$ cat src/rtl/mem_access_unit.sv
// MEM-stage data-memory access unit: alignment check, lane steering of store data,
// single-outstanding valid/ready bus transaction, and raw load hand-off to the load filter.
module mem_access_unit #(
    parameter int ADDR_WIDTH = 32
) (
    input  logic                  clk,
    input  logic                  rst,
    input  logic                  reqValid,
    input  logic                  reqWrite,
    input  logic [ADDR_WIDTH-1:0] reqAddr,
    input  logic [31:0]           reqWdata,
    input  logic [2:0]            reqFunc3,
    output logic                  stall,
    output logic                  accessErr,
    output logic                  memReqValid,
    input  logic                  memReqReady,
    output logic                  memReqWrite,
    output logic [ADDR_WIDTH-1:0] memReqAddr,
    output logic [31:0]           memReqWdata,
    output logic [3:0]            memReqWstrb,
    input  logic                  memRespValid,
    input  logic [31:0]           memRespData,
    output logic                  ldValid,
    output logic [31:0]           ldMemData,
    output logic [1:0]            ldByteOffset,
    output logic [2:0]            ldFunc3
);

    typedef enum logic [1:0] {S_IDLE, S_REQ, S_RESP, S_DONE} state_t;

    state_t state_q, state_d;

    logic        misaligned;
    logic        accept;
    logic        capture;
    logic [31:0] lane_wdata;
    logic [3:0]  lane_wstrb;

    // Size is func3[1:0]; the reserved size 11 is treated as misaligned.
    always_comb begin
        misaligned = 1'b0;
        lane_wdata = reqWdata;
        lane_wstrb = 4'b0000;
        case (reqFunc3[1:0])
            2'b00: begin
                lane_wdata = {4{reqWdata[7:0]}};
                lane_wstrb = 4'b0001 << reqAddr[1:0];
            end
            2'b01: begin
                misaligned = reqAddr[0];
                lane_wdata = {2{reqWdata[15:0]}};
                lane_wstrb = 4'b0011 << {reqAddr[1], 1'b0};
            end
            2'b10: begin
                misaligned = (reqAddr[1:0] != 2'b00);
                lane_wstrb = 4'b1111;
            end
            default: misaligned = 1'b1;
        endcase
    end

    assign accept  = (state_q == S_IDLE) && reqValid && !misaligned;
    assign capture = ((state_q == S_REQ) && memReqReady && memRespValid) ||
                     ((state_q == S_RESP) && memRespValid);

    always_comb begin
        state_d     = state_q;
        stall       = 1'b0;
        accessErr   = 1'b0;
        memReqValid = 1'b0;
        ldValid     = 1'b0;
        case (state_q)
            S_IDLE: begin
                if (reqValid && misaligned) begin
                    accessErr = 1'b1;
                end else if (reqValid) begin
                    stall   = 1'b1;
                    state_d = S_REQ;
                end
            end
            S_REQ: begin
                stall       = 1'b1;
                memReqValid = 1'b1;
                if (memReqReady) begin
                    state_d = memRespValid ? S_DONE : S_RESP;
                end
            end
            S_RESP: begin
                stall = 1'b1;
                if (memRespValid) begin
                    state_d = S_DONE;
                end
            end
            S_DONE: begin
                // reqValid here is the finishing instruction itself, not a new one.
                ldValid = !memReqWrite;
                state_d = S_IDLE;
            end
            default: state_d = S_IDLE;
        endcase
    end

    always_ff @(posedge clk or posedge rst) begin
        if (rst) begin
            state_q      <= S_IDLE;
            memReqWrite  <= 1'b0;
            memReqAddr   <= '0;
            memReqWdata  <= '0;
            memReqWstrb  <= 4'b0000;
            ldMemData    <= '0;
            ldByteOffset <= 2'b00;
            ldFunc3      <= 3'b000;
        end else begin
            state_q <= state_d;
            if (accept) begin
                memReqWrite  <= reqWrite;
                memReqAddr   <= {reqAddr[ADDR_WIDTH-1:2], 2'b00};
                memReqWdata  <= reqWrite ? lane_wdata : 32'h0;
                memReqWstrb  <= reqWrite ? lane_wstrb : 4'b0000;
                ldByteOffset <= reqAddr[1:0];
                ldFunc3      <= reqFunc3;
            end
            if (capture && !memReqWrite) begin
                ldMemData <= memRespData;
            end
        end
    end

endmodule

$ cat config.mk
export PLATFORM = sky130hd
export DESIGN_NAME = mem_access_unit
export DESIGN_NICKNAME = d
export VERILOG_FILES = /design/src/rtl/mem_access_unit.sv
export SDC_FILE = /design/constraint.sdc
export NUM_CORES = 1
export LEC_CHECK = 0
export CORE_MARGIN = 2
export CORE_UTILIZATION = 45
export CTS_CLUSTER_DIAMETER = 200
export DETAILED_ROUTE_END_ITERATION = 6
export PLACE_DENSITY = 0.86
export SYNTH_ARGS = -nofsm -noshare
export SYNTH_HDL_FRONTEND = slang
export SYNTH_SLANG_ARGS = --single-unit
$ cat constraint.sdc
create_clock -name clk -period 8.13 [get_ports clk]
set_clock_uncertainty 0.2 [all_clocks]
set_input_delay 0.813 -clock clk [delete_from_list [all_inputs] [get_ports clk]]
set_output_delay 0.813 -clock clk [all_outputs]
set_load 0.05 [all_outputs]
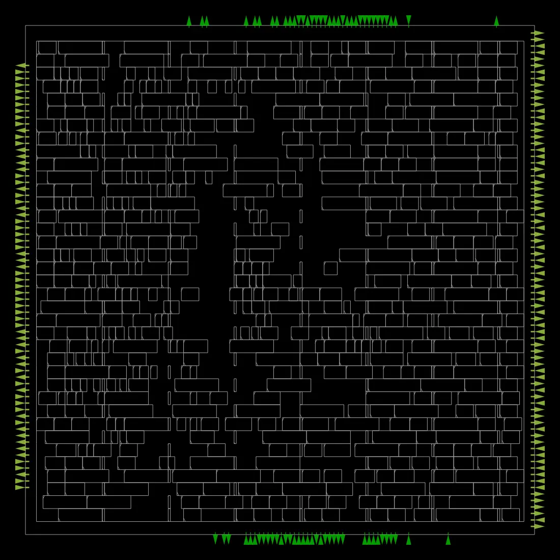
*Cell placement, run 1*
Seq area share: 37.2%
Flops: 106
Site Rows: 37
fraction of the core area covered by cells at the end of the flow: 69.3%

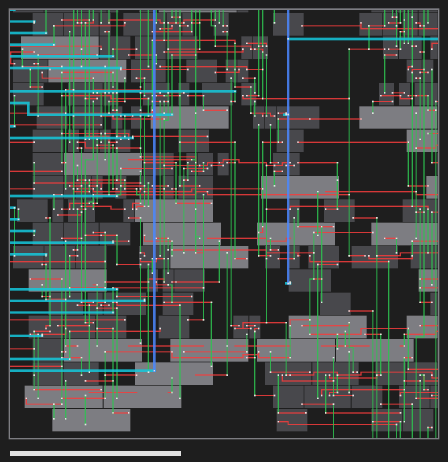
*Zoomed window, run 1*
Scale bar: 20 um. Window x 2 to 52, y 2 to 52 um. Cells in grey, sequential cells in the stronger grey; small squares are vias.
blue -> M4
green -> M2
red -> M1
cyan -> M3
sequential cells in the window = 21
netlist names of flops here include = memReqWdata (11), memReqAddr (8)
cells with their middle in the window = 139
most frequent = clkdlybuf4s50_1 (42), nand2_1 (31), o21ai_0 (22)

==> run notes, run 1 <==
Notes from the flow run.

CTS:
- TritonCTS built the clock tree.
- The run gives the total clock sinks as 106.
- The run gives the insertion delay of the later-clocked pin in the worst-skew pair as between 0.3 and 0.4 ns.
- The run gives the total of hold buffers inserted after clock tree synthesis as 0.
- Clock-pin slew was measured on the worst setup and hold paths at about 0.090 ns.
- Looking at the clock tree report, the root buffer type is sky130_fd_sc_hd__clkbuf_8.
- The run gives the buffer count from post-CTS setup fixing as 0.
- The run gives the number of levels the H-tree was split into as 3.
- Per the TritonCTS log, the buffer count is 9.

Floorplanning:
- The run puts the total die size at ~11000 um2.
- The run puts the height of the die at 107 um.
- The run puts the number of primary I/O pins at approximately 220.
- The horizontal die dimension reported for this design is approximately 110 um.
- The run puts the floorplan utilization at a little under half.
- The region available for standard cell placement spans between 10000 and 15000 um2.

Placed design:
- The run puts the routability congestion estimate at between 0.8 and 0.9.
- The run puts the area of placed instances at 6940 um2.
- The run gives the half-perimeter wire length after detailed placement as 9.35 mm.
- Per the placement report, the placed cell count is roughly 700.
- The count of buffers added on input and output ports is around 210.

Synthesis:
- The cell-mix breakdown from Yosys lists the compound-gate area share as under 10%.
- The synthesis report lists the most area-consuming cells as sky130_fd_sc_hd__dfrtp_1 (56%), sky130_fd_sc_hd__mux2_2 (11%), sky130_fd_sc_hd__mux2_4 (9.8%).
- The run gives the post-synthesis share of cell area spent on xor and xnor gates as 0%.
- Ranked by instance count, the synthesized netlist is headed by sky130_fd_sc_hd__dfrtp_1 (106), sky130_fd_sc_hd__nand2_1 (79), sky130_fd_sc_hd__o21ai_0 (49).
- Per the Yosys statistics, synthesis produced between 300 and 400 cells.
- Looking at area per cell type in the netlist, the leader is sky130_fd_sc_hd__dfrtp_1.
- The synthesis run identifies the leading combinational cell family as multiplexers.
- The run gives the arithmetic-cell share of the synthesized area counting full adders, half adders and majority gates as 1.58%.
- The run gives the leading cell type by number of instances after synthesis as sky130_fd_sc_hd__dfrtp_1.
- The run gives the flip-flop and latch count after synthesis as ~110.
- Summed over its instances, the top area cell type makes up between 50% and 60% of the synthesized netlist area.
- The netlist uses 28 different library cells.
- The run gives the simple logic cell fraction of the synthesized area as around 7.8%.
- The share of the Yosys chip area taken by registers is between 50% and 60%.
- The run puts the proportion of register bits with asynchronous set or reset after synthesis at 100%.
- Yosys reports the multiplexer fraction of the synthesized area as ~24%.
- The run gives the total number of yosys warnings as 0.
- The synthesized netlist handed to floorplanning was reported with a cell count of 386.
- In the synthesis report, Yosys lists the chip area as approximately 4700 um2.
- The run gives the average footprint of a synthesized cell as 12.3 um2.
- The synthesis report names the predominant flop master as sky130_fd_sc_hd__dfrtp_1.
- The run puts the count of library flops with an enable pin at 0.
- The synthesized netlist occupies a cell area of roughly 4700 um2.

Critical path:
- The run puts the largest incremental delay on the critical path at 0.94 ns.
- The critical path contains buffers and inverters numbering 2 combined.
- The launch point of the worst register-to-register path is recorded as state_q[0].
- The setup path with the least slack is of type input pin to primary output.
- The critical path starts at reqFunc3[0].
- The run puts the maximum fanout encountered on the critical timing path at 22.
- The timing report attributes the biggest portion of critical-path delay to buffers and inverters.
- The worst setup path is launched from an input pin.
- By instance count, the cell type seen most on the critical path is sky130_fd_sc_hd__clkdlybuf4s50_1.
- The run puts the critical path arrival at 3.61 ns.

Min path:
- The launch point of the worst min-delay path is recorded as memReqWdata[29].
- The run gives the worst hold path class as flop to flop.

Status:
- The run finished with clean final reports.

Global route:
- The run gives the via count of the first global-routing pass as 3768.
- The number of antenna violations at the first check in global routing came to 0.
- The global routing stage identified its most utilized layer as met2.
- The run puts the overall fraction of global-route tracks in use at 22.3%.
- The first global-routing pass estimated 19.5 mm of wire.
- The run gives the met3 track utilization from global routing as under 10%.
- Summed over all layers, the global routing overflow is 0.
- The run puts the maximum number of pins on one net before global-route repair at roughly 90.
- In the global route stage, met2 resource usage came out at 37.8%.

STA:
- The run puts the relative slew slack at 41.1%.
- Setup repair after global routing left no endpoint under its margin.
- After layout, the minimum clock period comes to about 4.6 ns.
- The run gives the highest achievable clock rate as 216 MHz.
- The run gives the share of the cycle needed by the critical path after routing as a little under three fifths.
- The run gives the final count of pins violating max slew as 0.
- The final report lists the setup-violating endpoint count as 0.
- The final timing report lists a hold violation count of 0.
- The run gives the final sum of negative setup slack as 0 ns.

Power and ir drop:
- The run puts the switching fraction of total power at ~50%.
- The run gives the share of power burned in the clock network as about 9.8%.
- The run puts the total power divided by cell area at approximately 450 nW/um2.
- The run gives the net load switching power as roughly 1.6 mW.
- The design draws between 3 and 4 mW.
- The run puts the internal power contribution at around 1.7 mW.
- The run puts the power share of the combinational group at 61.6%.
- In this run, flip-flops and latches consume between 20 and 30% of the power.
- The run puts the largest voltage drop on the vdd net at around 280 uV.

Finish:
- The run gives the final layout net count as about 700.
- The top cell type in the final layout, fill and taps aside, is sky130_fd_sc_hd__clkdlybuf4s50_1.
- The run gives the synthesis-to-finish area growth as 50.3%.
- The run puts the non-filler instance count after layout at 729.
- The run puts the fraction of final layout cells with drive strength greater than 1 at 17.4%.
- The run puts the post-route cell area at ~7000 um2.
- The library cells used most frequently in the layout, excluding fill and tap cells, are sky130_fd_sc_hd__clkdlybuf4s50_1 (212), sky130_fd_sc_hd__dfrtp_1 (106), sky130_fd_sc_hd__nand2_1 (79).

Routing:
- The run gives the uppermost layer routed as met4.
- The run gives the amount of wire on met3 after detailed routing as about 1.3 mm.
- The run gives the first-pass iteration count of the detailed router as 4.
- The run puts the total wire length at 12.4 mm.
- The run puts the number of DRC markers in iteration 0 at around 170.
- TritonRoute reported its final design rule violation total as 0.
- In the detailed route, the total length drawn on met2 is about 6.0 mm.
- The run puts the number of routed nets with antenna violations at 0.
- After detailed routing, the average wire length per cell comes to between 15 and 20 um.
- The run gives the sum of routed wire segments on met1 as 4.75 mm.
- The run gives the via density per instance as 4.99.

Run:
- The run puts the number of maximum-capacitance constraint violations at 0.
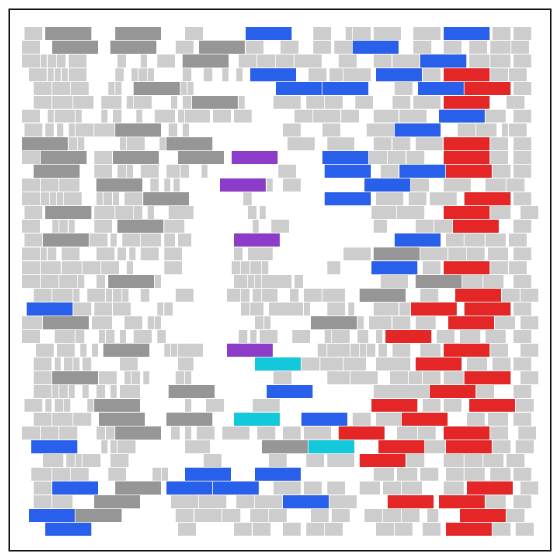
*Sequential cells coloured by netlist name, run 1*
Other sequential cells in the stronger grey, the rest of the logic in the fainter grey.
blue -> memReqAddr  # flops 30, where spread over the die
cyan -> ldFunc3  # flops 3
red -> ldMemData  # flops 32, where a column on the right
purple -> memReqWstrb  # flops 4
not coloured = 37

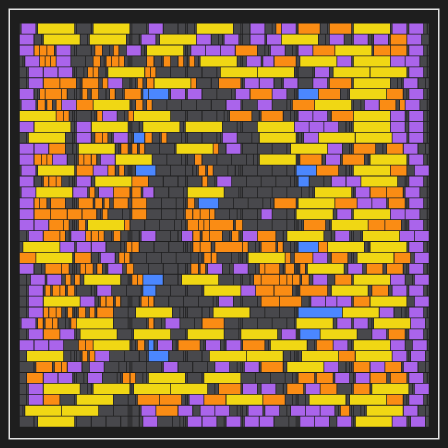
*Placement by cell class, run 1*
Fill, decap, tap and diode cells in grey.
orange -> remaining logic cells  # cells 255
yellow -> sequential cells  # cells 106
purple -> remaining buffers and delay cells  # cells 217
blue -> clock drivers and dummy loads  # cells 15

-- run 1: layout make-up --
class	count	area, um2
fillers	787	3150
flip-flops and latches	106	2650
repair buffers	217	2160
multi-input cells	249	1930
well taps	136	170
clock buffers	11	131
clock inverters	4	53.8
inverters	6	25.0
-- run 1: power by group through the flow --
stage | Combinational (mW) | Clock [mW] | Sequential (mW)
2_1_floorplan | 0.447 | 0 | 1.80
3_3_place_gp | 1.98 | 0 | 0.920
3_5_place_dp | 2.01 | 0 | 0.939
4_1_cts | 2.01 | 0.325 | 0.930
5_1_grt | 2.08 | 0.347 | 0.961
6_report | 2.00 | 0.318 | 0.927
-- run 1: final timing paths --
check / end / slack, ns / cells after the start
worst min register to register: memReqWdata[29] / 0.28 / 2
min in group asynchronous: ldMemData[19] / 0.63 / 2
max in group asynchronous: ldMemData[4] / 5.88 / 3
worst min-delay path: memReqWdata[29] / 0.28 / 2
worst max-delay path: stall / 3.51 / 5
worst max register to register: memReqAddr[12] / 5.28 / 6
-- run 1: through the flow --
stage	hold WS [ns]	setup slack, ns
2_1_floorplan	0.386	4.33
3_3_place_gp	0.260	3.51
3_5_place_dp	0.270	3.48
4_1_cts	0.290	3.48
5_1_grt	0.317	3.36
6_report	0.285	3.51
-- run 1: flip-flops by register name (all words and copies together), names as in the netlist --
| name | cells |
|---|---|
| ldByteOffset | 2 |
| ldFunc3 | 3 |
| ldMemData | 32 |
| memReqAddr | 30 |
| memReqWdata | 32 |
| memReqWrite | 1 |
| memReqWstrb | 4 |
| state_q | 2 |
-- run 1: logic make-up (layout without fill, tap and decap cells) --
group                      count (synthesis)  count (layout)
AOI/OAI and AO/OA                         59              59
adders and majority gates                  6               6
buffers and inverters                     32             238
DFF                                      106             106
muxes                                     93              93
other                                      1               2
and+or+nand+nor                           89              89
## Run 2: what changed since run 1
CORE_UTILIZATION = 38   (was 45)
PLACE_DENSITY = 0.77   (was 0.86)
clock period = 4.2 ns   (was 8.13 ns; I/O delays follow)
==> run notes, run 2 <==
Notes from the flow run.

STA:
- The run gives the highest achievable clock rate as about 320 MHz.
- The final timing report derives a shortest allowable period of 3.11 ns.
- The run gives the transition time of the tightest slew-check pin as ~1.1 ns.
- The run gives the worst-case hold slack as approximately 0.28 ns.
- The run puts the final count of pins violating max slew at 0.
- The run gives the relative slew slack as 26.8%.
- The run gives the share of the cycle needed by the critical path after routing as between 70% and 80%.
- The run gives the final sum of negative setup slack as 0 ns.
- The run gives the final worst slack as between 1 and 1.5 ns.
- The run gives the number of hold-slack violations in the final timing report as 0.

Finish:
- The run puts the final layout net count at between 700 and 800.
- The run gives the fraction of final layout cells with drive strength greater than 1 as roughly 18%.
- In the final layout, the registers with the most flip-flops are ldMemData: 32 flops, memReqWdata: 32 flops, memReqAddr: 30 flops.
- The count of cells in the finished layout, fillers not included, comes to approximately 760.
- The top cell types in the final layout, fill and taps aside, are sky130_fd_sc_hd__clkdlybuf4s50_1 (212), sky130_fd_sc_hd__dfrtp_1 (106), sky130_fd_sc_hd__nand2_1 (79).
- The run puts the synthesis-to-finish area growth at 53.1%.
- Once layout is done, the placed cells without fillers occupy 7260 um2.
- The run gives the most frequently placed logic cell in the final layout as sky130_fd_sc_hd__clkdlybuf4s50_1.

Global route:
- The run puts the overall fraction of global-route tracks in use at 18.9%.
- The run puts the number of antenna violations at the first check in global routing at 0.
- The via count of the first global-routing pass was ~3700.
- The first global-routing pass estimated a little under 20 mm of wire.
- Entering global routing, the biggest net connects around 110 pins.
- The global route stage reports its total congestion overflow as 0.

Power and ir drop:
- Summed over the clock group, the power is approximately 0.76 mW.
- Ranked by power, first place goes to combinational cells.
- The run puts the post-route total power at 6.43 mW.
- The run puts the power of the sequential group at 1.80 mW.
- The run puts the power share of the combinational group at approximately three fifths.
- The run gives the largest voltage drop on the vdd net as around 530 uV.
- The run gives the net load switching power as a little over 3 mW.
- The run puts the switching fraction of total power at between 40% and 50%.
- The combinational power reported by the tool is about 3.9 mW.
- The flow reported a cell area power density of about 890 nW/um2.
- The run puts the internal power contribution at between 3 and 4 mW.
- The run gives the relative contribution of sequential cells to total power as about 28%.
- Per report_power, the clock group accounts for a little under an eighth of the total.

Floorplanning:
- The run gives the core box area as around 12000 um2.
- The run puts the height of the die at about 120 um.
- The run puts the number of primary I/O pins at around 220.
- The run puts the site row count at approximately 40.
- The run gives the floorplan utilization as 39.1%.
- The chip occupies 13400 um2.

CTS:
- The tree is rooted in a sky130_fd_sc_hd__clkbuf_16.
- The run puts the insertion delay of the later-clocked pin in the worst-skew pair at ~0.34 ns.
- The run puts the total clock buffers created by CTS at 9.
- The run puts the clock-pin slew of the registers on the worst-case setup and hold paths at around 0.060 ns.
- The run puts the number of levels the H-tree was split into at 3.
- The clock tree has to reach 106 sinks.
- TritonCTS built the clock tree.
- The run gives the buffer count from post-CTS setup fixing as 0.
- The run puts the number of cells upsized or downsized after cts at 0.
- The run gives the total of hold buffers inserted after clock tree synthesis as 0.

Placed design:
- The run gives the number of input and output port buffers inserted as ~210.
- The run gives the half-perimeter wire length after detailed placement as 9.12 mm.
- OpenSTA, run right after detailed placement, puts the worst setup slack at between 1 and 1.5 ns.
- Per the placement report, the placed cell count is roughly 750.
- The run gives the routability congestion estimate as 0.752.
- The run gives the area of placed instances as between 6000 and 7000 um2.

Critical path:
- In this design, the largest share of critical-path delay is due to buffers and inverters.
- The run gives the critical path arrival as roughly 2.5 ns.
- STA classifies the critical path startpoint as a flop.
- The run gives the slowest cell on the critical path as sky130_fd_sc_hd__clkdlybuf4s50_1.
- The run puts the largest incremental delay on the critical path at 0.84 ns.
- The run gives the category of the most critical setup path as flop to primary output.
- The script reports the combined buffer and inverter count of the critical path as 2.
- The run puts the maximum fanout encountered on the critical timing path at 6.

Synthesis:
- The run puts the total number of yosys warnings at 0.
- Averaged over all synthesized cells, the footprint is roughly 12 um2.
- The synth_stat.txt file lists the number of cells as roughly 390.
- The commonest cells after synthesis are sky130_fd_sc_hd__dfrtp_1 (106), sky130_fd_sc_hd__nand2_1 (79), sky130_fd_sc_hd__o21ai_0 (49).
- In the post-synthesis netlist, the cell with the most instances is sky130_fd_sc_hd__dfrtp_1.
- The run puts the count of distinct cell types in the synthesized netlist at 28.
- The run gives the flip-flop and latch count after synthesis as ~110.
- Of the synthesized area, sequential elements account for between 50% and 60%.
- Yosys reports a chip area of roughly 4700 um2.
- Counting every instance in the synthesized netlist gives slightly below 400.
- The cell type that accounts for the most area after synthesis is sky130_fd_sc_hd__dfrtp_1.
- Summing every instance area after synthesis gives between 4000 and 5000 um2.
- The run puts the proportion of register bits with asynchronous set or reset after synthesis at 100%.
- In this run, synthesis inferred 0 flip-flops with an integrated enable.
- For reference, the top cells by area after synthesis are sky130_fd_sc_hd__dfrtp_1 (56%), sky130_fd_sc_hd__mux2_2 (11%), sky130_fd_sc_hd__mux2_4 (9.8%).
- Per the synth stats, the flop cell with the highest instance count is sky130_fd_sc_hd__dfrtp_1.

Routing:
- The run puts the number of routed nets with antenna violations at 0.
- The run puts the number of DRC markers in iteration 0 at 156.
- The run puts the total wire length at 12.5 mm.
- The run puts the remaining routing DRC violations at 0.
- The run puts the via density per instance at between 4 and 5.
- The run puts the first-pass iteration count of the detailed router at 4.

Run:
- The run puts the number of maximum-capacitance constraint violations at 0.

Status:
- The flow ran to the end, and the final reports show no timing, DRC or antenna violations.

Min path:
- The worst hold path belongs to the class flop to flop.
run 2: cell counts after synthesis:
Identical to the previous run, type by type.
run 2: worst paths after layout:
| check | startpoint | endpoint | slack [ns] | depth (start not counted) |
|---|---|---|---|---|
| max in group asynchronous | rst | ldMemData[14] | 2.42 | 3 |
| worst min-delay path | memReqWdata[22] | memReqWdata[22] | 0.28 | 2 |
| min in group asynchronous | rst | memReqAddr[22] | 0.52 | 2 |
| worst max-delay path | state_q[0] | stall | 1.09 | 6 |
| worst max register to register | state_q[0] | memReqAddr[17] | 1.95 | 6 |
| worst min register to register | memReqWdata[22] | memReqWdata[22] | 0.28 | 2 |
run 2: layout make-up:
cell class	instances	area, um2
inverter	6	25.0
timing repair buffer	218	2180
fill	1020	4850
clock inverter	3	17.5
multi-input combinational	249	1930
sequential	106	2650
tap	168	210
clock buffer	11	243
run 2: logic make-up (layout without fill, tap and decap cells):
group / Yosys count / count (layout) / synth area share, %
adders and majority gates: 6 / 6 / 1.58
and+or+nand+nor: 89 / 89 / 7.76
AOI/OAI and AO/OA: 59 / 59 / 6.57
other: 1 / 2 / 0.0791
buffers and inverters: 32 / 238 / 3.75
DFF: 106 / 106 / 56.0
muxes: 93 / 93 / 24.3
run 2: tightest hold or removal path, cell delays in order (launching register included):
cell	delay (ns)
sky130_fd_sc_hd__dfrtp_1	0.34
sky130_fd_sc_hd__nand2_1	0.04
sky130_fd_sc_hd__o21ai_0	0.06
run 2: routing by layer:
metal | track usage (%) | part of all wire (%)
met5 | 0 | 0
met4 | 8.49 | 2.6
met3 | 5.07 | 7.6
met2 | 29.7 | 46
met1 | 24.6 | 44
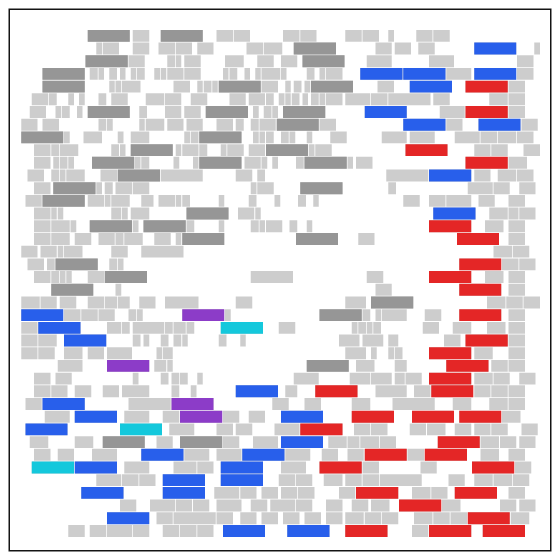
*Sequential cells coloured by netlist name, run 2*
Other sequential cells in the stronger grey, the rest of the logic in the fainter grey.
red -> ldMemData  # flops 32, where a column on the right
cyan -> ldFunc3  # flops 3
blue -> memReqAddr  # flops 30, where spread over the die
purple -> memReqWstrb  # flops 4
not coloured = 37

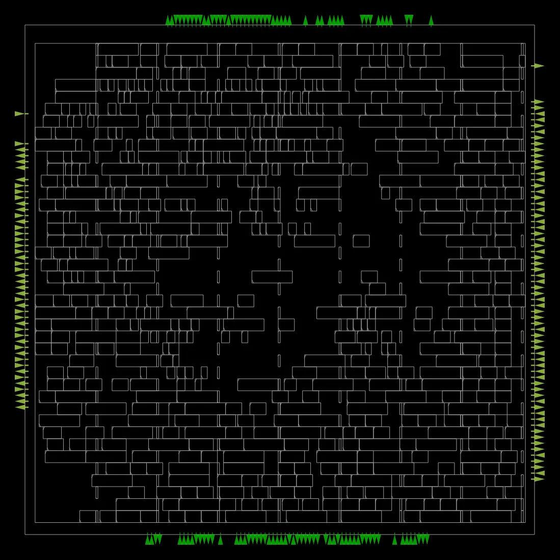
*Cell placement, run 2*
fraction of the core area covered by cells at the end of the flow: 59.9%
tap cells: 168

Power figures rest on the tool's default switching activity, not on a simulated workload.
